**Run 1: ports around the boundary**

(4 px per um) Pins as bars across the die edge, other pins in gray.
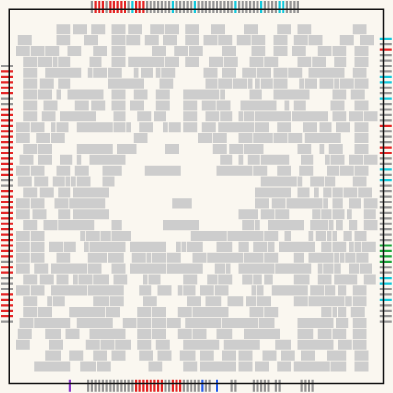
**Run 1: clock nets**

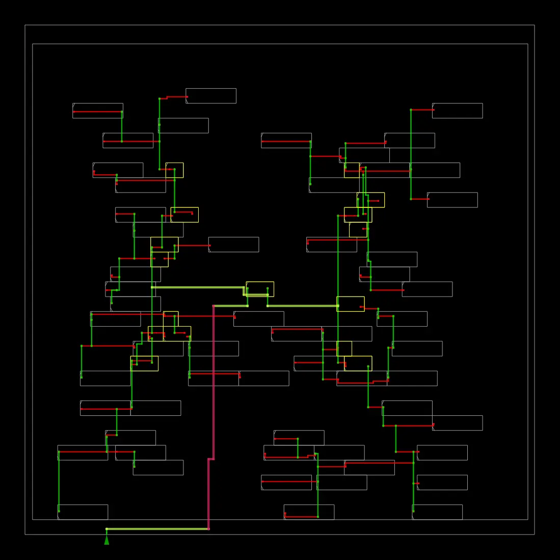
**Run 1: signal wires by layer**

(3 px per um)
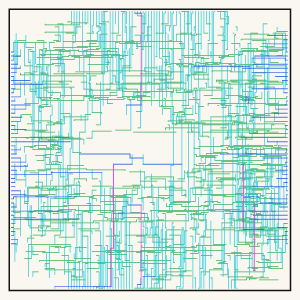
**Run 1: cells colored by class**

(3 px per um)
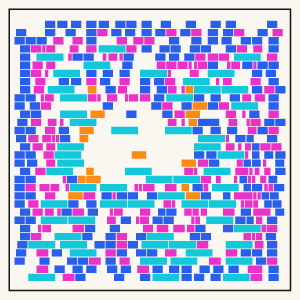
### src/rtl/addq_rr_sched.sv
// addq_rr_sched: round-robin scheduler sharing one combinational sign-magnitude
// adder among NREQ requesters. One transaction at a time: grant in IDLE,
// one adder cycle in EXEC, then hold the tagged result in RESP until accepted.
module addq_rr_sched #(
  parameter int NREQ = 4,
  parameter int W    = 16,
  parameter int IDW  = 2
) (
  input  logic              clk,
  input  logic              rst,
  input  logic [NREQ-1:0]   req,
  input  logic [NREQ*W-1:0] req_x,
  input  logic [NREQ*W-1:0] req_y,
  output logic [NREQ-1:0]   gnt,
  output logic [W-1:0]      add_x,
  output logic [W-1:0]      add_y,
  input  logic [W-1:0]      add_sum,
  output logic              rsp_valid,
  output logic [IDW-1:0]    rsp_id,
  output logic [W-1:0]      rsp_sum,
  input  logic              rsp_ready,
  output logic              busy
);

  typedef enum logic [1:0] {
    IDLE = 2'd0,
    EXEC = 2'd1,
    RESP = 2'd2
  } state_t;

  state_t         state_reg;
  logic [IDW-1:0] ptr_reg;
  logic [IDW-1:0] owner_reg;
  logic [W-1:0]   add_x_reg;
  logic [W-1:0]   add_y_reg;
  logic           rsp_valid_reg;
  logic [IDW-1:0] rsp_id_reg;
  logic [W-1:0]   rsp_sum_reg;

  // Arbitration results for the current cycle
  logic           win_found;
  logic [IDW-1:0] win_idx;
  logic [IDW:0]   cand_sum;
  logic [IDW-1:0] cand_idx;

  // Unpacked views of the flat operand buses
  logic [W-1:0] x_arr [NREQ];
  logic [W-1:0] y_arr [NREQ];

  genvar gi;
  generate
    for (gi = 0; gi < NREQ; gi++) begin : g_unpack
      assign x_arr[gi] = req_x[gi*W +: W];
      assign y_arr[gi] = req_y[gi*W +: W];
    end
  endgenerate

  // Round-robin search starting at ptr; walking offsets from the far end down
  // lets the closest requester (smallest offset) overwrite any later match.
  always_comb begin
    win_found = 1'b0;
    win_idx   = '0;
    cand_sum  = '0;
    cand_idx  = '0;
    for (int k = NREQ - 1; k >= 0; k--) begin
      cand_sum = {1'b0, ptr_reg} + (IDW+1)'(k);
      if (cand_sum >= (IDW+1)'(NREQ)) begin
        cand_sum = cand_sum - (IDW+1)'(NREQ);
      end
      cand_idx = cand_sum[IDW-1:0];
      if (req[cand_idx]) begin
        win_found = 1'b1;
        win_idx   = cand_idx;
      end
    end
  end

  // One-hot grant, only while idle and never during reset
  always_comb begin
    gnt = '0;
    if (!rst && (state_reg == IDLE) && win_found) begin
      gnt[win_idx] = 1'b1;
    end
  end

  // Scheduler FSM: capture operands at grant, sum after one adder cycle,
  // hold the response until the consumer takes it
  always_ff @(posedge clk or posedge rst) begin
    if (rst) begin
      state_reg     <= IDLE;
      ptr_reg       <= '0;
      owner_reg     <= '0;
      add_x_reg     <= '0;
      add_y_reg     <= '0;
      rsp_valid_reg <= 1'b0;
      rsp_id_reg    <= '0;
      rsp_sum_reg   <= '0;
    end else begin
      case (state_reg)
        IDLE: begin
          if (win_found) begin
            add_x_reg <= x_arr[win_idx];
            add_y_reg <= y_arr[win_idx];
            owner_reg <= win_idx;
            ptr_reg   <= (win_idx == IDW'(NREQ - 1)) ? '0 : win_idx + IDW'(1);
            state_reg <= EXEC;
          end
        end
        EXEC: begin
          rsp_sum_reg   <= add_sum;
          rsp_id_reg    <= owner_reg;
          rsp_valid_reg <= 1'b1;
          state_reg     <= RESP;
        end
        RESP: begin
          if (rsp_ready) begin
            rsp_valid_reg <= 1'b0;
            state_reg     <= IDLE;
          end
        end
        default: begin
          state_reg     <= IDLE;
          rsp_valid_reg <= 1'b0;
        end
      endcase
    end
  end

  assign add_x     = add_x_reg;
  assign add_y     = add_y_reg;
  assign rsp_valid = rsp_valid_reg;
  assign rsp_id    = rsp_id_reg;
  assign rsp_sum   = rsp_sum_reg;
  assign busy      = (state_reg != IDLE);

endmodule

### config.mk
export PLATFORM = sky130hd
export DESIGN_NAME = addq_rr_sched
export DESIGN_NICKNAME = d
export VERILOG_FILES = /design/src/rtl/addq_rr_sched.sv
export SDC_FILE = /design/constraint.sdc
export NUM_CORES = 1
export LEC_CHECK = 0
export CORE_MARGIN = 1
export CORE_UTILIZATION = 36
export DETAILED_ROUTE_END_ITERATION = 6
export PLACE_DENSITY = 0.79
export SYNTH_ARGS = -nofsm -noshare
export SYNTH_HDL_FRONTEND = slang
export SYNTH_SLANG_ARGS = --single-unit
### constraint.sdc
create_clock -name clk -period 3.2 [get_ports clk]
set_clock_uncertainty 0.2 [all_clocks]
set_input_delay 0.64 -clock clk [delete_from_list [all_inputs] [get_ports clk]]
set_output_delay 0.64 -clock clk [all_outputs]
set_load 0.005 [all_outputs]
==> impl_metrics.xml, run 1 <==
<?xml version="1.0" encoding="UTF-8"?>
<metrics>
  <group name="global_route">
    <metric name="wire_length_of_the_first_global_routing_pass" unit="um">14800</metric>
  </group>
  <group name="timing">
    <metric name="hold_slack" unit="ns">0.279</metric>
    <metric name="final-max-slew-violation-count" unit="">0</metric>
  </group>
  <group name="floorplan">
    <metric name="tap-cell-count" unit="">102</metric>
    <metric name="core_region_area" unit="um2">7890</metric>
    <metric name="io_pins" unit="">207</metric>
    <metric name="horizontal_die_dimension" unit="um">93.2</metric>
  </group>
  <group name="logic_synthesis">
    <metric name="top_cell_area_share" unit="">0.476</metric>
    <metric name="ys_seq_frac" unit="">0.476</metric>
    <metric name="yosys_warnings" unit="">0</metric>
    <metric name="post_synth_inst_count" unit="">262</metric>
    <metric name="ys_sh_adder" unit="">0.00418</metric>
    <metric name="synthFlopType" unit="">sky130_fd_sc_hd__dfrtp_1</metric>
    <metric name="post_synth_main_logic_family" unit="">multiplexers</metric>
    <metric name="syn-cell-area" unit="um2">3000</metric>
    <metric name="syn-num-nets" unit="">414</metric>
    <metric name="synth.top_cells.by_count" unit="">64 x sky130_fd_sc_hd__mux2i_1, 57 x sky130_fd_sc_hd__dfrtp_1, 37 x sky130_fd_sc_hd__nand2_1</metric>
  </group>
  <group name="route">
    <metric name="detailedRoute.firstIterationViolations" unit="">124</metric>
    <metric name="met3_wirelength" unit="um">665</metric>
    <metric name="detailroute.wirelength.met2" unit="um">5200</metric>
    <metric name="detailroute.via_count" unit="">2949</metric>
  </group>
  <group name="cells_and_area">
    <metric name="sh_seq_area" unit="">0.266</metric>
    <metric name="share_of_final_layout_standard_cells_stronger_than_drive_strength_1" unit="">0.107</metric>
    <metric name="non_clock_buffer_area_share" unit="">0.402</metric>
    <metric name="final_cell_mix" unit="">199 x sky130_fd_sc_hd__clkdlybuf4s50_1, 64 x sky130_fd_sc_hd__mux2i_1, 57 x sky130_fd_sc_hd__dfrtp_1</metric>
    <metric name="area_growth" unit="%">79.2</metric>
    <metric name="signal_buffers" unit="">218</metric>
    <metric name="layout.filler_cells" unit="">637</metric>
    <metric name="area.combinational" unit="um2">1460</metric>
  </group>
  <group name="pwr">
    <metric name="internal_power" unit="mW">2.73</metric>
    <metric name="combPwrFrac" unit="">0.552</metric>
    <metric name="switching_share" unit="">0.352</metric>
  </group>
  <group name="place">
    <metric name="port_buffers" unit="">206</metric>
    <metric name="hpwl" unit="um">7400</metric>
  </group>
  <group name="run_status">
    <metric name="status" unit="">finished clean</metric>
  </group>
  <group name="setup_path">
    <metric name="cpLargestDelayFamily" unit="">buffers and inverters</metric>
    <metric name="path_cells" unit="">clkdlybuf4s50_1 -&gt; inv_1 -&gt; a21o_1 -&gt; a211o_4 -&gt; ha_1 -&gt; and3_1 -&gt; dlygate4sd2_1</metric>
    <metric name="crit_required" unit="ns">2.36</metric>
  </group>
</metrics>
Back to the opening pictures, 'ports around the boundary':
req -> green  # pins 4, direction input, edge right
add_x -> cyan  # pins 16, direction output, edge 9 right, 7 top
clk -> purple  # pins 1, direction input, edge bottom
rsp_id -> blue  # pins 2, direction output, edge bottom
req_y -> red  # pins 64, direction input, edge 38 left, 11 bottom, 11 top, 4 right
all pins by edge = 57 top, 53 right, 49 bottom, 48 left

Back to the opening pictures, 'clock nets':
clock buf count: 9
clock distribution power: 597 uW

Back to the opening pictures, 'signal wires by layer':
metal 1 -> green  # wire length 3660 um
metal 2 -> cyan  # wire length 5200 um
metal 3 -> blue  # wire length 666 um
metal 4 -> magenta  # wire length 142 um

Back to the opening pictures, 'cells colored by class':
sequential cells -> cyan  # cells 57, share of their area 27%
clock drivers and dummy loads -> orange  # cells 16, share of their area 3.4%
combinational and other logic -> magenta  # cells 184, share of their area 28%
remaining buffers and delay cells -> blue  # cells 218, share of their area 41%

## run 1: cells by family (layout without fill, tap and decap cells)
group,Yosys count,in the layout
buffers and inverters,26,239
AND-OR/OR-AND,45,45
AND/OR/NAND/NOR,51,51
multiplexers,82,82
adder cells (fa/ha/maj),1,1
flip-flops,57,57
## run 1: worst paths after layout
| path | slack (ns) | startpoint | endpoint | cells past startpoint |
|---|---|---|---|---|
| worst max register to register | 0.97 | ptr_reg[1]$_DFFE_PP0P_ | add_x[3]$_DFFE_PP0P_ | 8 |
| worst max-delay path | 0.04 | req[3] | gnt[2] | 7 |
| worst min-delay path | 0.28 | owner_reg[1]$_DFFE_PP0P_ | owner_reg[1]$_DFFE_PP0P_ | 2 |
| min in group asynchronous | 0.75 | rst | rsp_sum[2]$_DFFE_PP0P_ | 3 |
| worst min register to register | 0.28 | owner_reg[1]$_DFFE_PP0P_ | owner_reg[1]$_DFFE_PP0P_ | 2 |
| max in group asynchronous | 1.58 | rst | add_y[10]$_DFFE_PP0P_ | 3 |
## run 1: per-stage QoR
stage / setup TNS, ns / setup WS (ns) / power [mW]
4_1_cts: 0 / 0.0454 / 4.27
6_report: 0 / 0.0400 / 4.22
3_5_place_dp: -1.08 / -0.315 / 3.66
3_3_place_gp: -0.515 / -0.157 / 3.58
5_1_grt: 0 / 0.00834 / 4.50
2_1_floorplan: 0 / 0.188 / 2.48
## run 1: power groups by stage
| stage | registers, mW | clock network [mW] | logic [mW] |
|---|---|---|---|
| 2_1_floorplan | 1.31 | 0 | 1.17 |
| 3_3_place_gp | 1.28 | 0 | 2.30 |
| 3_5_place_dp | 1.30 | 0 | 2.35 |
| 4_1_cts | 1.30 | 0.613 | 2.36 |
| 5_1_grt | 1.34 | 0.644 | 2.52 |
| 6_report | 1.29 | 0.597 | 2.33 |
**Run 1: local utilization**

(4 px per um) 9 x 9 tiles, from black (low) to pale yellow (high), 0 to 100% covered.
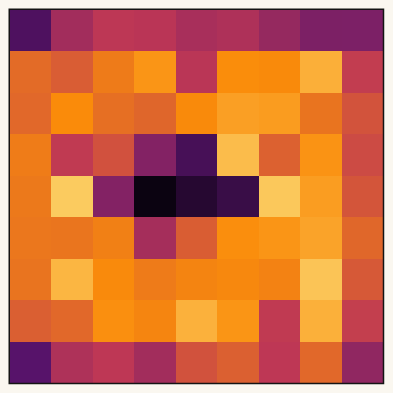

==> run 2, diff against run 1 <==
- CORE_ASPECT_RATIO: not set -> 2
- REMOVE_ABC_BUFFERS: not set -> 1
- SLEW_MARGIN: not set -> 25
**Run 2: local utilization**

(4 px per um) 7 x 13 tiles, from black (low) to pale yellow (high), 0 to 100% covered.
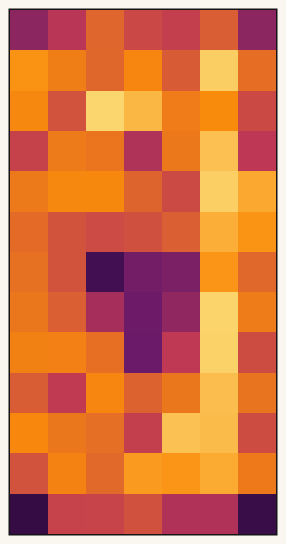
tiles over 75% full = 20%
densest ninth of the die = right middle
mean over tiles = 63%
fullest tile = 91%
emptiest ninth of the die = middle

==> impl_metrics.xml, run 2 <==
<?xml version="1.0" encoding="UTF-8"?>
<metrics>
  <group name="logic_synthesis">
    <metric name="syn-cell-area" unit="um2">3000</metric>
    <metric name="top_cell_area_share" unit="">0.476</metric>
    <metric name="post_synth_inst_count" unit="">262</metric>
    <metric name="synthFlopType" unit="">sky130_fd_sc_hd__dfrtp_1</metric>
    <metric name="yosys_warnings" unit="">0</metric>
  </group>
  <group name="pwr">
    <metric name="power.largest_group" unit="">combinational cells</metric>
    <metric name="finalPower" unit="mW">4.88</metric>
    <metric name="switching_share" unit="">0.315</metric>
    <metric name="pg_seq" unit="mW">1.30</metric>
    <metric name="combPwrFrac" unit="">0.487</metric>
    <metric name="power.combinational.total" unit="mW">2.38</metric>
  </group>
  <group name="place">
    <metric name="port_buffers" unit="">206</metric>
    <metric name="post-place-ws" unit="ns">-0.232</metric>
    <metric name="hpwl" unit="um">7740</metric>
  </group>
  <group name="setup_path">
    <metric name="worstSetupStartpoint" unit="">req[1]</metric>
    <metric name="timing.reg2reg.worst_path_depth" unit="">7</metric>
    <metric name="reg_to_reg_critical_path_startpoint" unit="">ptr_reg[0]$_DFFE_PP0P_</metric>
    <metric name="setup.worst_path.end" unit="">gnt[2]</metric>
    <metric name="crit-reg2reg-capture" unit="">add_y[15]$_DFFE_PP0P_</metric>
  </group>
  <group name="cells_and_area">
    <metric name="final_cell_mix" unit="">199 x sky130_fd_sc_hd__clkdlybuf4s50_1, 64 x sky130_fd_sc_hd__mux2i_1, 57 x sky130_fd_sc_hd__dfrtp_1</metric>
    <metric name="area_growth" unit="%">86.5</metric>
    <metric name="share_of_final_layout_standard_cells_stronger_than_drive_strength_1" unit="">0.116</metric>
  </group>
  <group name="floorplan">
    <metric name="core_region_area" unit="um2">8000</metric>
    <metric name="horizontal_die_dimension" unit="um">66.5</metric>
  </group>
  <group name="min_path">
    <metric name="hp-start" unit="">rsp_valid$_DFFE_PP0P_</metric>
    <metric name="timing.hold.worst_path_depth" unit="">1</metric>
    <metric name="min_to" unit="">rsp_valid$_DFFE_PP0P_</metric>
  </group>
  <group name="timing">
    <metric name="final-max-slew-violation-count" unit="">0</metric>
    <metric name="hold_slack" unit="ns">0.273</metric>
  </group>
  <group name="route">
    <metric name="detailedRoute.firstIterationViolations" unit="">121</metric>
    <metric name="detailroute.via_count" unit="">3020</metric>
  </group>
  <group name="run_status">
    <metric name="status" unit="">finished clean</metric>
  </group>
</metrics>
**Run 2: signal wires by layer**

(3 px per um)
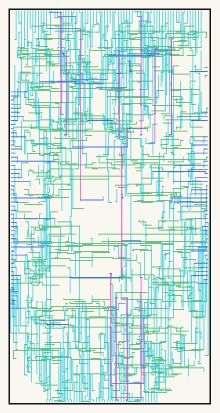
metal 4 -> magenta  # wire length 467 um
metal 1 -> green  # wire length 3360 um
metal 2 -> cyan  # wire length 5910 um
metal 3 -> blue  # wire length 556 um

==> run 2: cell counts after synthesis <==
No cell type changed its count.
==> run 2: worst max-delay path, stage by stage <==
cell	delay, ns
sky130_fd_sc_hd__clkdlybuf4s50_1	0.48
sky130_fd_sc_hd__nand2b_4	0.14
sky130_fd_sc_hd__a21oi_2	0.04
sky130_fd_sc_hd__o32ai_2	0.26
sky130_fd_sc_hd__inv_1	0.13
sky130_fd_sc_hd__ha_1	0.19
sky130_fd_sc_hd__and3_1	0.16
sky130_fd_sc_hd__dlygate4sd2_1	0.26
==> run 2: metal layers <==
metal | routed length, um | part of all wire | vias up
met2 | 5910 | 0.57 | 159
met5 | 0 | 0 | -
met3 | 556 | 0.054 | 30
met4 | 467 | 0.045 | 0
li1 | - | - | 1398
met1 | 3360 | 0.33 | 1433
==> run 2: metrics by stage <==
step / TNS [ns] / instance area (um2)
finish: 0 / 5590
global route: 0 / 5590
CTS: 0 / 5580
detailed placement: -1.22 / 5170
global placement: -0.513 / 5170
floorplan: -20.36 / 2880
==> run 2: cell type report <==
type / count / area [um2]
well taps: 96 / 120
fillers: 637 / 2410
inverters: 5 / 18.8
repair buffers: 219 / 2160
flip-flops and latches: 57 / 1430
clock buffers: 11 / 253
clock inverters: 5 / 125
multi-input cells: 179 / 1480
==> run 2: repair_timing <==
action / CTS / global route
hold buffers: 0 / 0
setup endpoints to repair: 4 / 1
setup buffers: 1 / 0
pin swaps: 2 / 0
gates resized: 11 / 2
==> run 2: kinds of logic after synthesis <==
logic type | synth area share
DFF | 0.476
muxes | 0.282
adders and majority gates | 0.00418
and+or+nand+nor | 0.0718
AOI/OAI and AO/OA | 0.122
buffers and inverters | 0.0443
No activity file was given, so power comes from the tool's default toggle rates.
